$ cat src/rtl/hazard_stall_controller_if.sv
// Decode/execute hazard signals shared between the pipeline and the stall controller.
// master = pipeline side (drives hazard inputs), slave = controller (drives stall controls).
interface hazard_stall_controller_if #(
  parameter int STAT_W = 16
);
  logic [4:0]        RSDecode;
  logic [4:0]        RTDecode;
  logic              UsesRTDecode;
  logic              MulDecode;
  logic              BranchTakenDecode;
  logic [1:0]        MemReadExecute;
  logic              RegWriteExecute;
  logic [4:0]        DestRegExecute;
  logic              StallClear;
  logic              PCWrite;
  logic              IFIDWrite;
  logic              IFIDFlush;
  logic              IDEXBubble;
  logic              IDEXHold;
  logic              MulBusy;
  logic [STAT_W-1:0] StallCount;

  modport master (
    output RSDecode, RTDecode, UsesRTDecode, MulDecode, BranchTakenDecode,
           MemReadExecute, RegWriteExecute, DestRegExecute, StallClear,
    input  PCWrite, IFIDWrite, IFIDFlush, IDEXBubble, IDEXHold, MulBusy, StallCount
  );

  modport slave (
    input  RSDecode, RTDecode, UsesRTDecode, MulDecode, BranchTakenDecode,
           MemReadExecute, RegWriteExecute, DestRegExecute, StallClear,
    output PCWrite, IFIDWrite, IFIDFlush, IDEXBubble, IDEXHold, MulBusy, StallCount
  );
endinterface

$ cat src/rtl/hazard_stall_controller.sv
// Decode->execute hazard sequencer: load-use bubbles, multiply hold, branch flush
// and a saturating stall-cycle counter.
module hazard_stall_controller #(
  parameter int MUL_LATENCY = 4,
  parameter int CNT_W       = 3,
  parameter int STAT_W      = 16
) (
  input logic                     Clk,
  input logic                     Reset,
  hazard_stall_controller_if.slave hif
);

  typedef enum logic {
    RUN      = 1'b0,
    MUL_BUSY = 1'b1
  } state_t;

  localparam logic [CNT_W-1:0] HOLD_INIT = CNT_W'(MUL_LATENCY - 1);
  localparam bit               MUL_HOLDS = (MUL_LATENCY > 1);

  state_t              state_q;
  logic [CNT_W-1:0]    cnt_q;
  logic [STAT_W-1:0]   stat_q;
  logic                lu;
  logic                stall;

  always_comb begin
    lu = (hif.MemReadExecute != 2'b00) && hif.RegWriteExecute &&
         (hif.DestRegExecute != 5'd0) &&
         ((hif.DestRegExecute == hif.RSDecode) ||
          (hif.UsesRTDecode && (hif.DestRegExecute == hif.RTDecode)));
  end

  assign stall = (state_q == MUL_BUSY) || lu;

  // Priority: multiply hold masks load-use, load-use masks the branch flush.
  always_comb begin
    hif.PCWrite    = 1'b1;
    hif.IFIDWrite  = 1'b1;
    hif.IFIDFlush  = 1'b0;
    hif.IDEXBubble = 1'b0;
    hif.IDEXHold   = 1'b0;
    hif.MulBusy    = 1'b0;
    if (state_q == MUL_BUSY) begin
      hif.PCWrite   = 1'b0;
      hif.IFIDWrite = 1'b0;
      hif.IDEXHold  = 1'b1;
      hif.MulBusy   = 1'b1;
    end else if (lu) begin
      hif.PCWrite    = 1'b0;
      hif.IFIDWrite  = 1'b0;
      hif.IDEXBubble = 1'b1;
    end else if (hif.BranchTakenDecode) begin
      hif.IFIDFlush = 1'b1;
    end
  end

  always_ff @(posedge Clk or negedge Reset) begin
    if (!Reset) begin
      state_q <= RUN;
      cnt_q   <= '0;
      stat_q  <= '0;
    end else begin
      case (state_q)
        RUN: begin
          if (!lu && hif.MulDecode && MUL_HOLDS) begin
            state_q <= MUL_BUSY;
            cnt_q   <= HOLD_INIT;
          end
        end
        MUL_BUSY: begin
          cnt_q <= cnt_q - 1'b1;
          if (cnt_q == CNT_W'(1)) begin
            state_q <= RUN;
          end
        end
        default: begin
          state_q <= RUN;
          cnt_q   <= '0;
        end
      endcase

      if (hif.StallClear) begin
        stat_q <= '0;
      end else if (stall && (stat_q != '1)) begin
        stat_q <= stat_q + 1'b1;
      end
    end
  end

  assign hif.StallCount = stat_q;

endmodule

$ cat src/flat_wrapper.sv
// flat-port wrapper written by rule: the top's interface ports become plain ports
module hazard_stall_controller_flat 
#(
  parameter int MUL_LATENCY = 4,
  parameter int CNT_W       = 3,
  parameter int STAT_W      = 16
)
  (Clk, Reset, hif_RSDecode, hif_RTDecode, hif_UsesRTDecode, hif_MulDecode, hif_BranchTakenDecode, hif_MemReadExecute, hif_RegWriteExecute, hif_DestRegExecute, hif_StallClear, hif_PCWrite, hif_IFIDWrite, hif_IFIDFlush, hif_IDEXBubble, hif_IDEXHold, hif_MulBusy, hif_StallCount);
  hazard_stall_controller_if #(.STAT_W(STAT_W)) hif_i ();
  input logic Clk;
  input logic Reset;
  input wire logic [$bits(hif_i.RSDecode)-1:0] hif_RSDecode;
  input wire logic [$bits(hif_i.RTDecode)-1:0] hif_RTDecode;
  input wire logic [$bits(hif_i.UsesRTDecode)-1:0] hif_UsesRTDecode;
  input wire logic [$bits(hif_i.MulDecode)-1:0] hif_MulDecode;
  input wire logic [$bits(hif_i.BranchTakenDecode)-1:0] hif_BranchTakenDecode;
  input wire logic [$bits(hif_i.MemReadExecute)-1:0] hif_MemReadExecute;
  input wire logic [$bits(hif_i.RegWriteExecute)-1:0] hif_RegWriteExecute;
  input wire logic [$bits(hif_i.DestRegExecute)-1:0] hif_DestRegExecute;
  input wire logic [$bits(hif_i.StallClear)-1:0] hif_StallClear;
  output wire logic [$bits(hif_i.PCWrite)-1:0] hif_PCWrite;
  output wire logic [$bits(hif_i.IFIDWrite)-1:0] hif_IFIDWrite;
  output wire logic [$bits(hif_i.IFIDFlush)-1:0] hif_IFIDFlush;
  output wire logic [$bits(hif_i.IDEXBubble)-1:0] hif_IDEXBubble;
  output wire logic [$bits(hif_i.IDEXHold)-1:0] hif_IDEXHold;
  output wire logic [$bits(hif_i.MulBusy)-1:0] hif_MulBusy;
  output wire logic [$bits(hif_i.StallCount)-1:0] hif_StallCount;
  assign hif_i.RSDecode = hif_RSDecode;
  assign hif_i.RTDecode = hif_RTDecode;
  assign hif_i.UsesRTDecode = hif_UsesRTDecode;
  assign hif_i.MulDecode = hif_MulDecode;
  assign hif_i.BranchTakenDecode = hif_BranchTakenDecode;
  assign hif_i.MemReadExecute = hif_MemReadExecute;
  assign hif_i.RegWriteExecute = hif_RegWriteExecute;
  assign hif_i.DestRegExecute = hif_DestRegExecute;
  assign hif_i.StallClear = hif_StallClear;
  assign hif_PCWrite = hif_i.PCWrite;
  assign hif_IFIDWrite = hif_i.IFIDWrite;
  assign hif_IFIDFlush = hif_i.IFIDFlush;
  assign hif_IDEXBubble = hif_i.IDEXBubble;
  assign hif_IDEXHold = hif_i.IDEXHold;
  assign hif_MulBusy = hif_i.MulBusy;
  assign hif_StallCount = hif_i.StallCount;
  hazard_stall_controller #(.MUL_LATENCY(MUL_LATENCY), .CNT_W(CNT_W), .STAT_W(STAT_W)) u_core (.Clk(Clk), .Reset(Reset), .hif(hif_i));
endmodule
$ cat config.mk
export PLATFORM = sky130hd
export DESIGN_NAME = hazard_stall_controller_flat
export DESIGN_NICKNAME = d
export VERILOG_FILES = /design/src/rtl/hazard_stall_controller_if.sv /design/src/rtl/hazard_stall_controller.sv /design/src/flat_wrapper.sv
export SDC_FILE = /design/constraint.sdc
export NUM_CORES = 1
export LEC_CHECK = 0
export ABC_AREA = 1
export CAP_MARGIN = 30
export CORE_MARGIN = 5
export CORE_UTILIZATION = 43
export DETAILED_ROUTE_END_ITERATION = 16
export PLACE_DENSITY = 0.76
export SLEW_MARGIN = 20
export SYNTH_ARGS = -nofsm -noshare
export SYNTH_HDL_FRONTEND = slang
export SYNTH_SLANG_ARGS = --single-unit
export TNS_END_PERCENT = 5
$ cat constraint.sdc
create_clock -name Clk -period 1.6 [get_ports Clk]
set_clock_uncertainty 0.05 [all_clocks]
set_input_delay 0.16 -clock Clk [delete_from_list [all_inputs] [get_ports Clk]]
set_output_delay 0.16 -clock Clk [all_outputs]
set_load 0.005 [all_outputs]
==> run summary <==
impl run done, here's what came out: DIE HEIGHT=between 70 and 80 µm, reg2reg end=u_core.hif.StallCount[10], Synth Register Bits=20, main logic family after synthesis=simple AND/OR/NAND/NOR gates, switching portion of total power=0.351, combinational gates=~160, Final Hold Fails=0, met2 Resource Use GR=0.279, top cells by area=dfrtp_1, nand2_1, inv_1, nand3_1, nand4_1, Fmax achieved=between 600 and 700 MHz, Worst Path Buf+Inv=0, dpl hpwl=approximately 2.8 mm, Via Count=around 1600, RR Startpoint=u_core.hif.StallCount[1], sequential power=roughly 0.64 mW, CP delay by family, top=simple AND/OR/NAND/NOR gates, maximum clock insertion buffer count=2, Inst Count DP=333, Top Layout Cells=nand2_1, inv_1, clkdlybuf4s50_1, Synth Seq Share=0.314, Slowest Stage Delay on Critical Path=0.39 ns, Synth mux share=0, Register-to-Register Path Depth=9, met3 wire len=about 130 µm, Synthesis Warnings=0, fp util=0.439, placed inst area=2200 µm², logic area=between 900 and 1000 µm², status=finished with violations, cell count after synthesis=between 200 and 250, CTS tree=built, Die Wd=between 70 and 80 µm, simple share=0.435, # port buffers=about 45, Logic inverters=37, failing checks=setup timing, arrival time at the worst endpoint=between 1.5 and 2 ns, antenna violations before repair=0, busiest grt layer=met2, final setup margin=-0.0214 ns, Worst Hold Class=input pin to asynchronous set/reset pin, Max power group=combinational logic, final setup vio count=5, P_comb=0.777 mW, Adder Area Share=0.0235, worst vdd ir=a little over 0.5 mV, non-clock buffer total of the final layout=68, GRT Overall Usage=0.166, DR iter-0 viols=about 69, routability cong.=0.901, registers=20, post-route cell area=2280 µm², ant diodes=0, placement row count=22
-- through the flow --
step | TNS, ns | setup WS (ns) | hold slack, ns | utilization
after floorplan | 0 | 0.0184 | -0.186 | -
after global placement | -6.52 | -0.412 | 0.470 | 0.605
after detailed placement | -6.72 | -0.412 | 0.474 | 0.605
after CTS | -0.0387 | -0.0114 | 0.188 | 0.618
after global routing | -1.95 | -0.132 | 0.224 | 0.627
final | -0.0757 | -0.0214 | 0.179 | 0.627
-- flip-flops by register name, indices dropped and copies added, names as in the netlist --
register               count
u_core.state_q             1
u_core.cnt_q               3
u_core.hif.StallCount     16
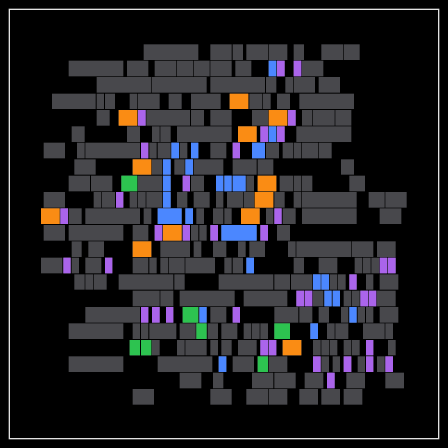
(gate families picked out)
Key: xor and xnor cells = orange [cells 12, where center]; aoi and oai cells = green [cells 7]; nor cells = blue [cells 24, where center]; inv cells = purple [cells 37]
most numerous logic cell after layout: nand2_1
Comb area share: 0.408
final cell count without fillers: 339

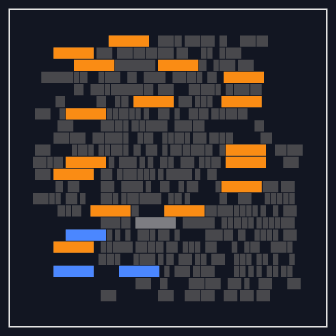
(register map, names as in the netlist)
Other sequential cells in the stronger gray, the rest of the logic in the fainter gray.
Key: `u_core.hif.StallCount` = orange [placed flops 16]; `u_core.cnt_q` = blue [placed flops 3]
Another 1 sequential cells are not colored.
fraction of area in registers: 0.220
Reg area: 500 µm²

No activity file was given, so power comes from the tool's default toggle rates.
